===== src/rtl/qbus_dma_arb_if.sv =====
// Local Q-bus DMA arbitration signals: requester handshake plus the DMR/DMG/SACK bus side.
// All bus-side signals are active-high; pad inversion happens at chip top level.
interface qbus_dma_arb_if #(
    parameter int unsigned NREQ = 4
);
    logic [NREQ-1:0] req;
    logic [NREQ-1:0] gnt;
    logic            bus_sync;
    logic            bus_rply;
    logic            bus_dmr;
    logic            bus_dmgi;
    logic            bus_dmgo;
    logic            bus_sack;
    logic            tmo_err;

    modport master (
        input  req,
        input  bus_sync,
        input  bus_rply,
        input  bus_dmgi,
        output gnt,
        output bus_dmr,
        output bus_dmgo,
        output bus_sack,
        output tmo_err
    );

    modport slave (
        output req,
        output bus_sync,
        output bus_rply,
        output bus_dmgi,
        input  gnt,
        input  bus_dmr,
        input  bus_dmgo,
        input  bus_sack,
        input  tmo_err
    );
endinterface


===== src/rtl/qbus_dma_arb.sv =====
// Round-robin arbiter for on-board Q-bus DMA masters: raises DMR, completes DMG/SACK,
// grants one master at a time and passes unclaimed DMG downstream on DMGO.
module qbus_dma_arb #(
    parameter int unsigned NREQ = 4,
    parameter int unsigned TMO  = 1023
) (
    input logic             clk,
    input logic             rst,
    qbus_dma_arb_if.master  bus
);
    localparam int unsigned TW = $clog2(TMO + 1);
    localparam int unsigned PW = $clog2(NREQ);

    typedef enum logic [2:0] {
        StIdle,
        StReq,
        StAck,
        StOwn,
        StRel,
        StPass
    } state_e;

    state_e          state_q;
    logic [TW-1:0]   cnt_q;
    logic [PW-1:0]   ptr_q;
    logic [PW-1:0]   win_q;
    logic [NREQ-1:0] gnt_q;
    logic            dmr_q;
    logic            dmgo_q;
    logic            sack_q;
    logic            tmo_err_q;

    logic            any_req;
    logic [PW-1:0]   pick;
    logic            found;

    assign any_req = |bus.req;

    // First set request strictly after the last owner, wrapping around.
    always_comb begin
        pick  = ptr_q;
        found = 1'b0;
        for (int unsigned k = 1; k <= NREQ; k++) begin
            if (!found && bus.req[PW'((32'(ptr_q) + k) % NREQ)]) begin
                pick  = PW'((32'(ptr_q) + k) % NREQ);
                found = 1'b1;
            end
        end
    end

    always_ff @(posedge clk) begin
        if (rst) begin
            state_q   <= StIdle;
            cnt_q     <= '0;
            ptr_q     <= PW'(NREQ - 1);
            win_q     <= '0;
            gnt_q     <= '0;
            dmr_q     <= 1'b0;
            dmgo_q    <= 1'b0;
            sack_q    <= 1'b0;
            tmo_err_q <= 1'b0;
        end else begin
            tmo_err_q <= 1'b0;
            unique case (state_q)
                StIdle: begin
                    if (any_req) begin
                        state_q <= StReq;
                        dmr_q   <= 1'b1;
                        cnt_q   <= '0;
                    end else if (bus.bus_dmgi) begin
                        state_q <= StPass;
                        dmgo_q  <= 1'b1;
                    end
                end
                StReq: begin
                    cnt_q <= cnt_q + TW'(1);
                    // Grant beats timeout beats withdrawal when they coincide.
                    if (bus.bus_dmgi && any_req) begin
                        win_q   <= pick;
                        state_q <= StAck;
                        sack_q  <= 1'b1;
                        dmr_q   <= 1'b0;
                    end else if (bus.bus_dmgi) begin
                        state_q <= StPass;
                        dmr_q   <= 1'b0;
                        dmgo_q  <= 1'b1;
                    end else if (cnt_q == TW'(TMO - 1)) begin
                        state_q   <= StIdle;
                        dmr_q     <= 1'b0;
                        tmo_err_q <= 1'b1;
                    end else if (!any_req) begin
                        state_q <= StIdle;
                        dmr_q   <= 1'b0;
                    end
                end
                StAck: begin
                    // Previous master must be fully off the bus before the winner drives SYNC.
                    if (!bus.bus_dmgi && !bus.bus_sync && !bus.bus_rply) begin
                        state_q <= StOwn;
                        gnt_q   <= {{(NREQ - 1){1'b0}}, 1'b1} << win_q;
                    end
                end
                StOwn: begin
                    if (!bus.req[win_q]) begin
                        state_q <= StRel;
                        gnt_q   <= '0;
                        ptr_q   <= win_q;
                    end
                end
                StRel: begin
                    state_q <= StIdle;
                    sack_q  <= 1'b0;
                    gnt_q   <= '0;
                end
                StPass: begin
                    if (!bus.bus_dmgi) begin
                        state_q <= StIdle;
                        dmgo_q  <= 1'b0;
                    end
                end
                default: begin
                    state_q <= StIdle;
                    gnt_q   <= '0;
                    dmr_q   <= 1'b0;
                    dmgo_q  <= 1'b0;
                    sack_q  <= 1'b0;
                end
            endcase
        end
    end

    assign bus.gnt      = gnt_q;
    assign bus.bus_dmr  = dmr_q;
    assign bus.bus_dmgo = dmgo_q;
    assign bus.bus_sack = sack_q;
    assign bus.tmo_err  = tmo_err_q;
endmodule

===== src/flat_wrapper.sv =====
// flat-port wrapper written by rule: the top's interface ports become plain ports
module qbus_dma_arb_flat 
#(
    parameter int unsigned NREQ = 4,
    parameter int unsigned TMO  = 1023
)
  (clk, rst, bus_req, bus_bus_sync, bus_bus_rply, bus_bus_dmgi, bus_gnt, bus_bus_dmr, bus_bus_dmgo, bus_bus_sack, bus_tmo_err);
  qbus_dma_arb_if #(.NREQ(NREQ)) bus_i ();
  input logic clk;
  input logic rst;
  input wire logic [$bits(bus_i.req)-1:0] bus_req;
  input wire logic [$bits(bus_i.bus_sync)-1:0] bus_bus_sync;
  input wire logic [$bits(bus_i.bus_rply)-1:0] bus_bus_rply;
  input wire logic [$bits(bus_i.bus_dmgi)-1:0] bus_bus_dmgi;
  output wire logic [$bits(bus_i.gnt)-1:0] bus_gnt;
  output wire logic [$bits(bus_i.bus_dmr)-1:0] bus_bus_dmr;
  output wire logic [$bits(bus_i.bus_dmgo)-1:0] bus_bus_dmgo;
  output wire logic [$bits(bus_i.bus_sack)-1:0] bus_bus_sack;
  output wire logic [$bits(bus_i.tmo_err)-1:0] bus_tmo_err;
  assign bus_i.req = bus_req;
  assign bus_i.bus_sync = bus_bus_sync;
  assign bus_i.bus_rply = bus_bus_rply;
  assign bus_i.bus_dmgi = bus_bus_dmgi;
  assign bus_gnt = bus_i.gnt;
  assign bus_bus_dmr = bus_i.bus_dmr;
  assign bus_bus_dmgo = bus_i.bus_dmgo;
  assign bus_bus_sack = bus_i.bus_sack;
  assign bus_tmo_err = bus_i.tmo_err;
  qbus_dma_arb #(.NREQ(NREQ), .TMO(TMO)) u_core (.clk(clk), .rst(rst), .bus(bus_i));
endmodule

===== config.mk =====
export PLATFORM = sky130hd
export DESIGN_NAME = qbus_dma_arb_flat
export DESIGN_NICKNAME = d
export VERILOG_FILES = /design/src/rtl/qbus_dma_arb_if.sv /design/src/rtl/qbus_dma_arb.sv /design/src/flat_wrapper.sv
export SDC_FILE = /design/constraint.sdc
export NUM_CORES = 1
export LEC_CHECK = 0
export ABC_AREA = 1
export CAP_MARGIN = 20
export CORE_MARGIN = 4
export CORE_UTILIZATION = 55
export CTS_BUF_LIST = sky130_fd_sc_hd__clkbuf_8
export DETAILED_ROUTE_END_ITERATION = 6
export PLACE_DENSITY = 0.78
export SLEW_MARGIN = 25
export SYNTH_ARGS = -nofsm -noshare
export SYNTH_HDL_FRONTEND = slang
export SYNTH_SLANG_ARGS = --single-unit

===== constraint.sdc =====
create_clock -name clk -period 2.16 [get_ports clk]
set_input_delay 0.432 -clock clk [delete_from_list [all_inputs] [get_ports clk]]
set_output_delay 0.432 -clock clk [all_outputs]
set_load 0.1 [all_outputs]

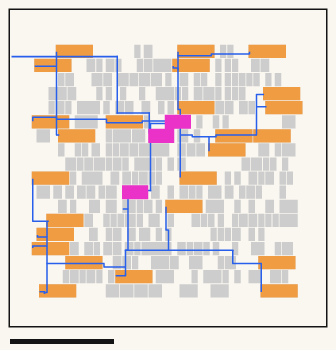
Run 1: clock network drawn from the DEF
The bar under the picture is 20 um long.
[blue] clock wires | length: 302 um
[orange] flip-flops | count: 25
[magenta] clock-net drivers | count: 3
flops lie: spread over the die
routed clock nets: 4
clk_skew: 0.000955 ns
clock latency on the worst-skew pair: 0.27 ns
power attributed to the clock group: 287 uW
Clock Power Share: 16.0%

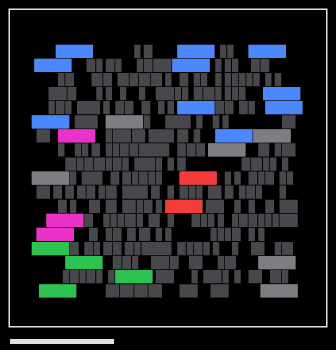
Run 1: sequential cells grouped by signal name
The bar under the picture is 20 um long. Other sequential cells in the stronger gray, the rest of the logic in the fainter gray.
[red] `u_core.win_q` | sequential cells: 2
[magenta] `u_core.state_q` | sequential cells: 3
[green] `u_core.bus.gnt` | sequential cells: 4 | where: lower left
[blue] `u_core.cnt_q` | sequential cells: 10
final standard cell utilization of the core: 68.6%
Sequential cell area: 500 um^2

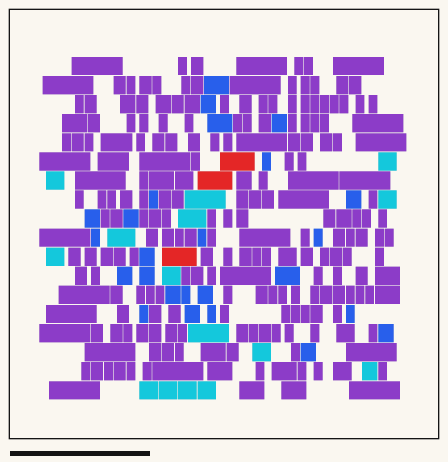
Run 1: sizing map
The bar under the picture is 20 um long.
[red] x6 and larger | cells: 3 | share: 1.2%
[cyan] x3 and x4 | cells: 15 | share: 5.8%
[purple] x1 and smaller | cells: 216 | share: 83%
[blue] x2 | cells: 25 | share: 9.7%
Layout area overhead: 13.8%
setup ws final: 0.478 ns
layout buffer count excluding clock buffers: 17
final cell area excluding filler cells: 1760 um^2

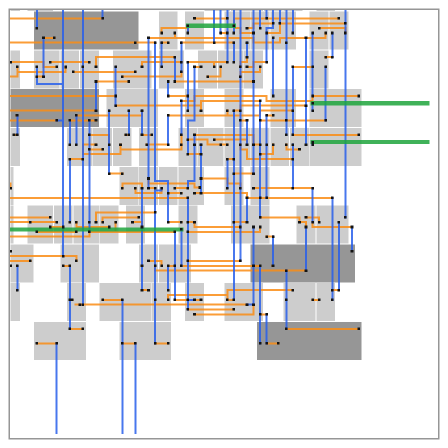
Run 1: a small window of the routed layout
Region (31, 0) to (61, 30) um. Cells in gray, sequential cells in the stronger gray; small squares are vias.
[orange] M1
[blue] M2
[green] M3
netlist names of flops here include: `u_core.ptr_q` (2), `u_core.win_q` (2)
most frequent: nand2_1 (24), inv_1 (6)
cells with their middle in the window: 66
sequential cells in the window: 4

==> summary.txt, run 1 <==
yosys warns: 0
Global Route Usage Sum: 20.4%
nets: 271
top cells, area: dfxtp_1 32%, nand2_1 16%, a21oi_1 7.8%
cell area after placement: 1710 um^2
area of combinational cells with multiple inputs: 903 um^2
arrival time worst endpoint: 1.85 ns
Yosys top cell area share: 32.4%
most prevalent standard cell on the critical path: nand2_1
element type at the critical path start: input port
number of stages on the worst setup path: 7
global placer's final weighted congestion: 0.931
switching part of the total power: 48.7%
via count of the first global-routing pass: 1305
share of layout cells above drive strength 1: 16.6%
crit share post-route: 77.9%
cell type contributing the most total cell area after synthesis: dfxtp_1
met2 track demand over resource in global routing: 32.2%
Pre-antenna DRT Iters: 5
Initial DRC Count: 134
cell chain of the critical path: clkdlybuf4s50_1 -> nor3_1 -> nor2_2 -> a21oi_4 -> nand2_1 -> nand2_1 -> a21oi_1
via-per-instance ratio: 5.22
maximum number of pins on one net before global-route repair: 16
worst-margin pin slew: 0.394 ns
achievable frequency: 0.594 GHz
peak supply drop: 0.918 mV
wire length of the first global-routing pass: 5850 um
power per unit of standard cell area: 1020 nW/um^2
placed cell count: 285
OpenROAD warning count: 27
Avg Inst Size Synth: 6.39 um^2
Multi-Input Combinational: 181
endpoint with the worst hold slack: u_core.bus.gnt[0]$_SDFFE_PP0P_
Post-synth mux share: 0%
fraction of area in multi-input gates: 51.3%
largest reg by FF count: u_core.cnt_q
uppermost layer routed: met4
met1 usage in global routing: 29.9%
clock transition at the registers of the reported paths: 0.09 ns
total negative setup slack: 0 ns
wire length on met2: 1410 um
Signal buf overhead: 8.39%
DRT met1 WL: 1790 um
RSZ-0062 raised after global routing: false
estimated wirelength of the detail-placed design: 2600 um
initial standard-cell utilization of the core: 60.2%
sequential cell area fraction in the yosys report: 32.4%
total die area: 3720 um^2
ANT cells: 0
DIE HEIGHT: 61.0 um
r2r setup slk: 0.55 ns
R2R Path End: u_core.state_q[0]$_SDFFE_PP0P_
count of hold buffers inserted by post-cts repair: 0
result of the run: complete, no violations
Bufs on Longest Clock Path: 2
power dissipated in combinational cells: 916 uW
Non-Clock Inverter Count: 32
drt drc: 0
share of power burned in combinational logic: 51.1%
worst hold stages: 2
row count: 18
capturing element type of the critical path: register
WL final: 3410 um
combinational family with the most area after synthesis: simple AND/OR/NAND/NOR gates
run 1: Yosys cell counts (all sizes together) (2+ instances only):
cell    number
nand2       71
inv         31
nand3       27
nor2        27
a21oi       26
dfxtp       25
o21ai        9
nor3         8
nor4         3
o211ai       3
buf          2
clkbuf       2
ha           2
nand4        2
run 1: cell usage in the layout, fill, tap and decap left out:
master and n:
a21oi_1 24, a21oi_4 2, buf_4 9, clkbuf_8 3
clkdlybuf4s50_1 8, clkinv_1 1, clkinvlp_4 1, dfxtp_1 25
ha_1 2, inv_1 21, inv_2 9, inv_4 1
nand2_1 64, nand2_2 6, nand2_4 1, nand3_1 24
nand3_2 3, nand4_1 2, nor2_1 20, nor2_2 6
nor2_4 1, nor3_1 8, nor4_1 3, o211a_1 1
o211ai_1 3, o21ai_0 3, o21ai_1 6, o21bai_1 1
or2_2 1
==> inputs of run 2 (changes only) <==
- clock period: 2.16 -> 1.7 ns (I/O delays scaled with it)
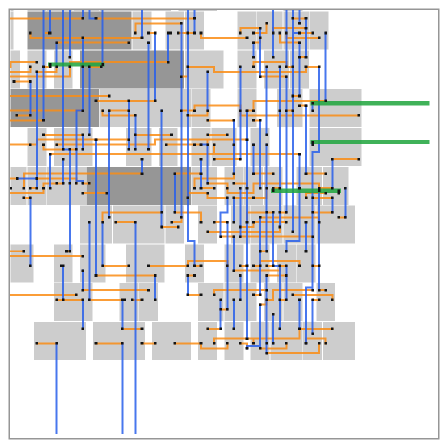
Run 2: a small window of the routed layout
Region (31, 0) to (61, 30) um. Cells in gray, sequential cells in the stronger gray; small squares are vias.
[blue] M2
[orange] M1
[green] M3
cells with their middle in the window: 74
netlist names of flops here include: `u_core.ptr_q` (2), `u_core.win_q` (2)
most frequent: nand2_1 (29), inv_1 (6)
sequential cells in the window: 4

==> run 2 against run 1 <==
Combinational power grew 45%. Sequential cell count unchanged. Die size did not move. Critical path depth rose by 2. Sequential share of layout area shrank 3.0 points. Sequential power increased by about 30%. First-iteration DRC count rose by 22%. Synthesized area unchanged. Via count grew 8.9%. Critical path type unchanged. Largest cell class unchanged. Clock power up 18%. Cell area grew 12%. Power grew 36%.
==> summary.txt, run 2 <==
Initial DRC Count: 163
most common library cells after synthesis: 64 x nand2_1, 25 x dfxtp_1, 24 x a21oi_1, 24 x nand3_1, 21 x inv_1
wire length on met2: 1670 um
clock transition at the registers of the reported paths: 0.08 ns
R2R Path End: u_core.state_q[0]$_SDFFE_PP0P_
Final Max Slew Viols: 0
Top cell excl fill/tap: nand2_1
total negative setup slack: 0 ns
setup ws final: 0.0956 ns
number of stages on the worst setup path: 9
share of layout cells above drive strength 1: 21.9%
Avg Inst Size Synth: 6.39 um^2
yosys warns: 0
worst-margin pin slew: 0.346 ns
layout buffer count excluding clock buffers: 28
most prevalent standard cell on the critical path: nand2_1
Yosys top cell area share: 32.4%
count of hold buffers inserted by post-cts repair: 0
most instantiated logic cells after routing: 63 x nand2_1, 25 x dfxtp_1, 24 x nand3_1, 22 x inv_1, 22 x a21oi_1
r2r setup slk: 0.1 ns
met2 track demand over resource in global routing: 36.4%
uppermost layer routed: met4
floorplan net count: 253
number of buffers added for setup after CTS: 0
worst hold stages: 2
initial standard-cell utilization of the core: 60.2%
Bufs on Longest Clock Path: 2
via count of the first global-routing pass: 1487
Sequential cell area: 500 um^2
Global Route Usage Sum: 22.2%
sequential cell area fraction in the yosys report: 32.4%
result of the run: complete, no violations
largest reg by FF count: u_core.cnt_q
achievable frequency: 0.623 GHz
top cell category: multi-input combinational cells
nets: 282
drt drc: 0
total die area: 3720 um^2
DIE HEIGHT: 61.0 um
maximum number of pins on one net before global-route repair: 16
endpoint with the worst hold slack: u_core.cnt_q[9]$_SDFFE_PP0P_
Worst path slowest cell: clkdlybuf4s50_1
worst reg2reg path startpoint: u_core.cnt_q[0]$_SDFFE_PP0P_
Pre-antenna DRT Iters: 4
met1 usage in global routing: 31.0%
min cycle time layout: 1.60 ns
element type at the critical path start: input port
clk_skew: 0.00186 ns
Non-Clock Inverter Count: 32
power per unit of standard cell area: 1230 nW/um^2
wire length of the first global-routing pass: 6320 um
ANT cells: 0
placeable core region: 2570 um^2
most numerous cell in the Yosys netlist: nand2_1
estimated wirelength of the detail-placed design: 2830 um
Signal buf overhead: 16.8%
OpenROAD warning count: 27
placed cell count: 295
DRT met1 WL: 1690 um
Layout area overhead: 27.3%
capturing element type of the critical path: register
cell chain of the critical path: clkdlybuf4s50_1 -> inv_1 -> o21ai_0 -> nand2_1 -> o21ai_2 -> a21oi_4 -> nand2_1 -> nand2_1 -> a21oi_2
peak supply drop: 1.27 mV
Multi-Input Combinational: 181
crit share post-route: 94.4%
global placer's final weighted congestion: 0.938
via-per-instance ratio: 5.48
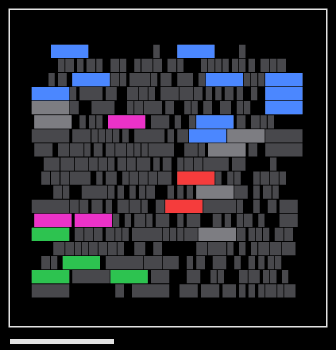
Run 2: sequential cells grouped by signal name
The bar under the picture is 20 um long. Other sequential cells in the stronger gray, the rest of the logic in the fainter gray.
[green] `u_core.bus.gnt` | sequential cells: 4 | where: lower left
[magenta] `u_core.state_q` | sequential cells: 3
[blue] `u_core.cnt_q` | sequential cells: 10
[red] `u_core.win_q` | sequential cells: 2
fraction of area in registers: 25.4%
final standard cell utilization of the core: 76.7%
power attributed to sequential cells: 764 uW

==> run 2: per-stage QoR <==
step                      cell area (um^2)  hold WS, ns
after floorplan                       1550        0.415
after global placement                1890        0.471
after detailed placement              1890        0.475
after CTS                             1930        0.488
after global routing                  1970        0.534
final                                 1970        0.495
==> run 2: kinds of logic (layout without fill, tap and decap cells) <==
| kind of cell | Yosys count | in the layout | synth area share (%) |
|---|---|---|---|
| and+or+nand+nor | 139 | 139 | 41.4 |
| AOI/OAI and AO/OA | 40 | 40 | 15.4 |
| buffers and inverters | 36 | 64 | 9.22 |
| DFF | 25 | 25 | 32.4 |
| adders and majority gates | 2 | 2 | 1.62 |
==> run 2: report_power, final <==
group,leakage (uW),internal (uW),switching [uW]
Clock,0.0000269,162,177
Sequential,0.000203,666,97.5
Combinational,0.000602,451,877
Run 2, sizing map:
The bar under the picture is 20 um long.
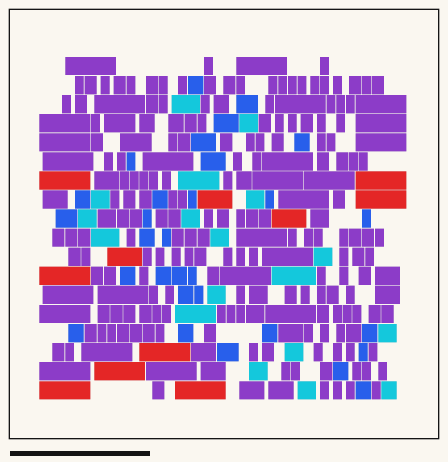

==> inputs of run 3 (changes only) <==
- REMOVE_ABC_BUFFERS: default -> 1
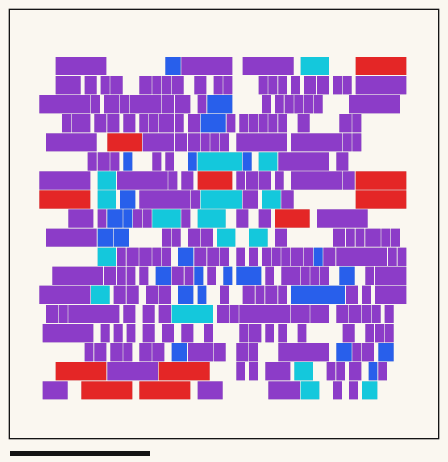
Run 3: sizing map
The bar under the picture is 20 um long.
layout buffer count excluding clock buffers: 26
Layout area overhead: 26.1%
final cell area excluding filler cells: 1950 um^2

==> run 3 against run 2 <==
Cell area decreased by 0.89%. Setup slack improved by 0.059 ns. Clock skew decreased by 0.00084 ns. Synthesized area unchanged. Core utilization decreased by 0.68 points. Register-to-register slack improved by 0.11 ns. Maximum frequency increased by 3.8%.
==> summary.txt, run 3 <==
result of the run: complete, no violations
worst-margin pin slew: 0.351 ns
row count: 18
initial standard-cell utilization of the core: 60.2%
placed cell count: 294
min cycle time layout: 1.55 ns
Worst Hold Slack: 0.486 ns
DRT met1 WL: 1710 um
most common library cells after synthesis: 64 x nand2_1, 25 x dfxtp_1, 24 x a21oi_1, 24 x nand3_1, 21 x inv_1
combinational family with the most area after synthesis: simple AND/OR/NAND/NOR gates
Final Max Slew Viols: 0
R2R Path End: u_core.state_q[2]$_SDFFE_PP0P_
wire length of the first global-routing pass: 6370 um
Avg Inst Size Synth: 6.39 um^2
drt drc: 0
maximum number of pins on one net before global-route repair: 14
arrival time worst endpoint: 1.71 ns
wire length on met3: 238 um
Non-Clock Inverter Count: 32
top cells, area: dfxtp_1 32%, nand2_1 16%, a21oi_1 7.8%
fraction of area in registers: 25.7%
crit share post-route: 90.9%
via-per-instance ratio: 5.37
most instantiated logic cells after routing: 64 x nand2_1, 24 x a21oi_1, 24 x nand3_1, 24 x dfxtp_1, 22 x inv_1
cell area after placement: 1880 um^2
compound-cell area share of the yosys netlist: 15.4%
top cell category: multi-input combinational cells
post-synthesis xor/xnor area fraction: 0%
clock latency on the worst-skew pair: 0.26 ns
setup ws final: 0.154 ns
Top cell excl fill/tap: nand2_1
estimated wirelength of the detail-placed design: 2980 um
die span in x: 61.0 um
total die area: 3720 um^2
element type at the critical path start: input port
met2 track demand over resource in global routing: 35.3%
share of layout cells above drive strength 1: 19.8%
Initial DRC Count: 132
uppermost layer routed: met4
capturing element type of the critical path: register
Worst path slowest cell: clkdlybuf4s50_1
r2r setup slk: 0.21 ns
worst hold stages: 2
WL final: 3630 um
placeable core region: 2570 um^2
Sequential cell area: 502 um^2
ANT cells: 0
final standard cell utilization of the core: 76.0%
area of combinational cells with multiple inputs: 921 um^2
power per unit of standard cell area: 1240 nW/um^2
io pins: 17
endpoint with the worst hold slack: u_core.cnt_q[9]$_SDFFE_PP0P_
Bufs on Longest Clock Path: 2
most numerous cell in the Yosys netlist: nand2_1
nets: 280
total negative setup slack: 0 ns
Global Route Usage Sum: 22.5%
Multi-Input Combinational: 181
cell type contributing the most total cell area after synthesis: dfxtp_1
Pre-antenna DRT Iters: 5
clock buffers created by TritonCTS: 3
fraction of area in multi-input gates: 47.2%
clk_skew: 0.00103 ns
count of hold buffers inserted by post-cts repair: 0
Post-synth mux share: 0%
cell count in the Yosys report: 242
worst reg2reg path startpoint: u_core.cnt_q[0]$_SDFFE_PP0P_
largest reg by FF count: u_core.cnt_q
DIE HEIGHT: 61.0 um
wire length on met2: 1670 um
Yosys top cell area share: 32.4%
global placer's final weighted congestion: 0.891
simple-gate portion of the synthesized area: 41.4%
Signal buf overhead: 16.5%
RSZ-0062 raised after global routing: true
met1 usage in global routing: 32.4%
post-synthesis share of cell area spent on full adders, half adders and majority gates: 1.62%
sequential cell area fraction in the yosys report: 32.4%
OpenROAD warning count: 27
number of stages on the worst setup path: 9
yosys warns: 0
worst slack at placement: -0.178 ns
Port-buffer cells: 16
via count of the first global-routing pass: 1401
cell chain of the critical path: clkdlybuf4s50_1 -> nor2_1 -> nand3_2 -> nor2_4 -> a21oi_4 -> nand3_2 -> clkinv_1 -> a21oi_1 -> nor2_1
clock transition at the registers of the reported paths: 0.08 ns
peak supply drop: 1.44 mV
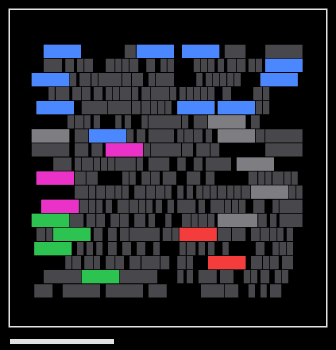
Run 3: sequential cells grouped by signal name
The bar under the picture is 20 um long. Other sequential cells in the stronger gray, the rest of the logic in the fainter gray.
[blue] `u_core.cnt_q` | sequential cells: 10
[red] `u_core.win_q` | sequential cells: 2
[magenta] `u_core.state_q` | sequential cells: 3
[green] `u_core.bus.gnt` | sequential cells: 4 | where: lower left
not colored: 6

[run 3: cell counts after synthesis]
Identical to the previous run, type by type.
[run 3: cell families (layout without fill, tap and decap cells)]
group | after synthesis | in the layout
simple gates | 139 | 139
compound gates | 40 | 40
buf+inv | 36 | 62
flops | 25 | 25
fa+ha+maj | 2 | 2
[run 3: timing repair]
action | CTS | global route
endpoints found under the setup margin | 0 | 10
endpoints found under the hold margin | 0 | 0
buffers inserted | 0 | 0
gates resized | 0 | 7
[run 3: power breakdown]
part	leakage (uW)	total [uW]	internal, uW	switching, uW
combinational	0.000622	1310	441	870
sequential	0.000202	763	667	95.7
clock	0.0000269	339	161	177
total	0.000852	2410	1270	1140
Power figures rest on the tool's default switching activity, not on a simulated workload.
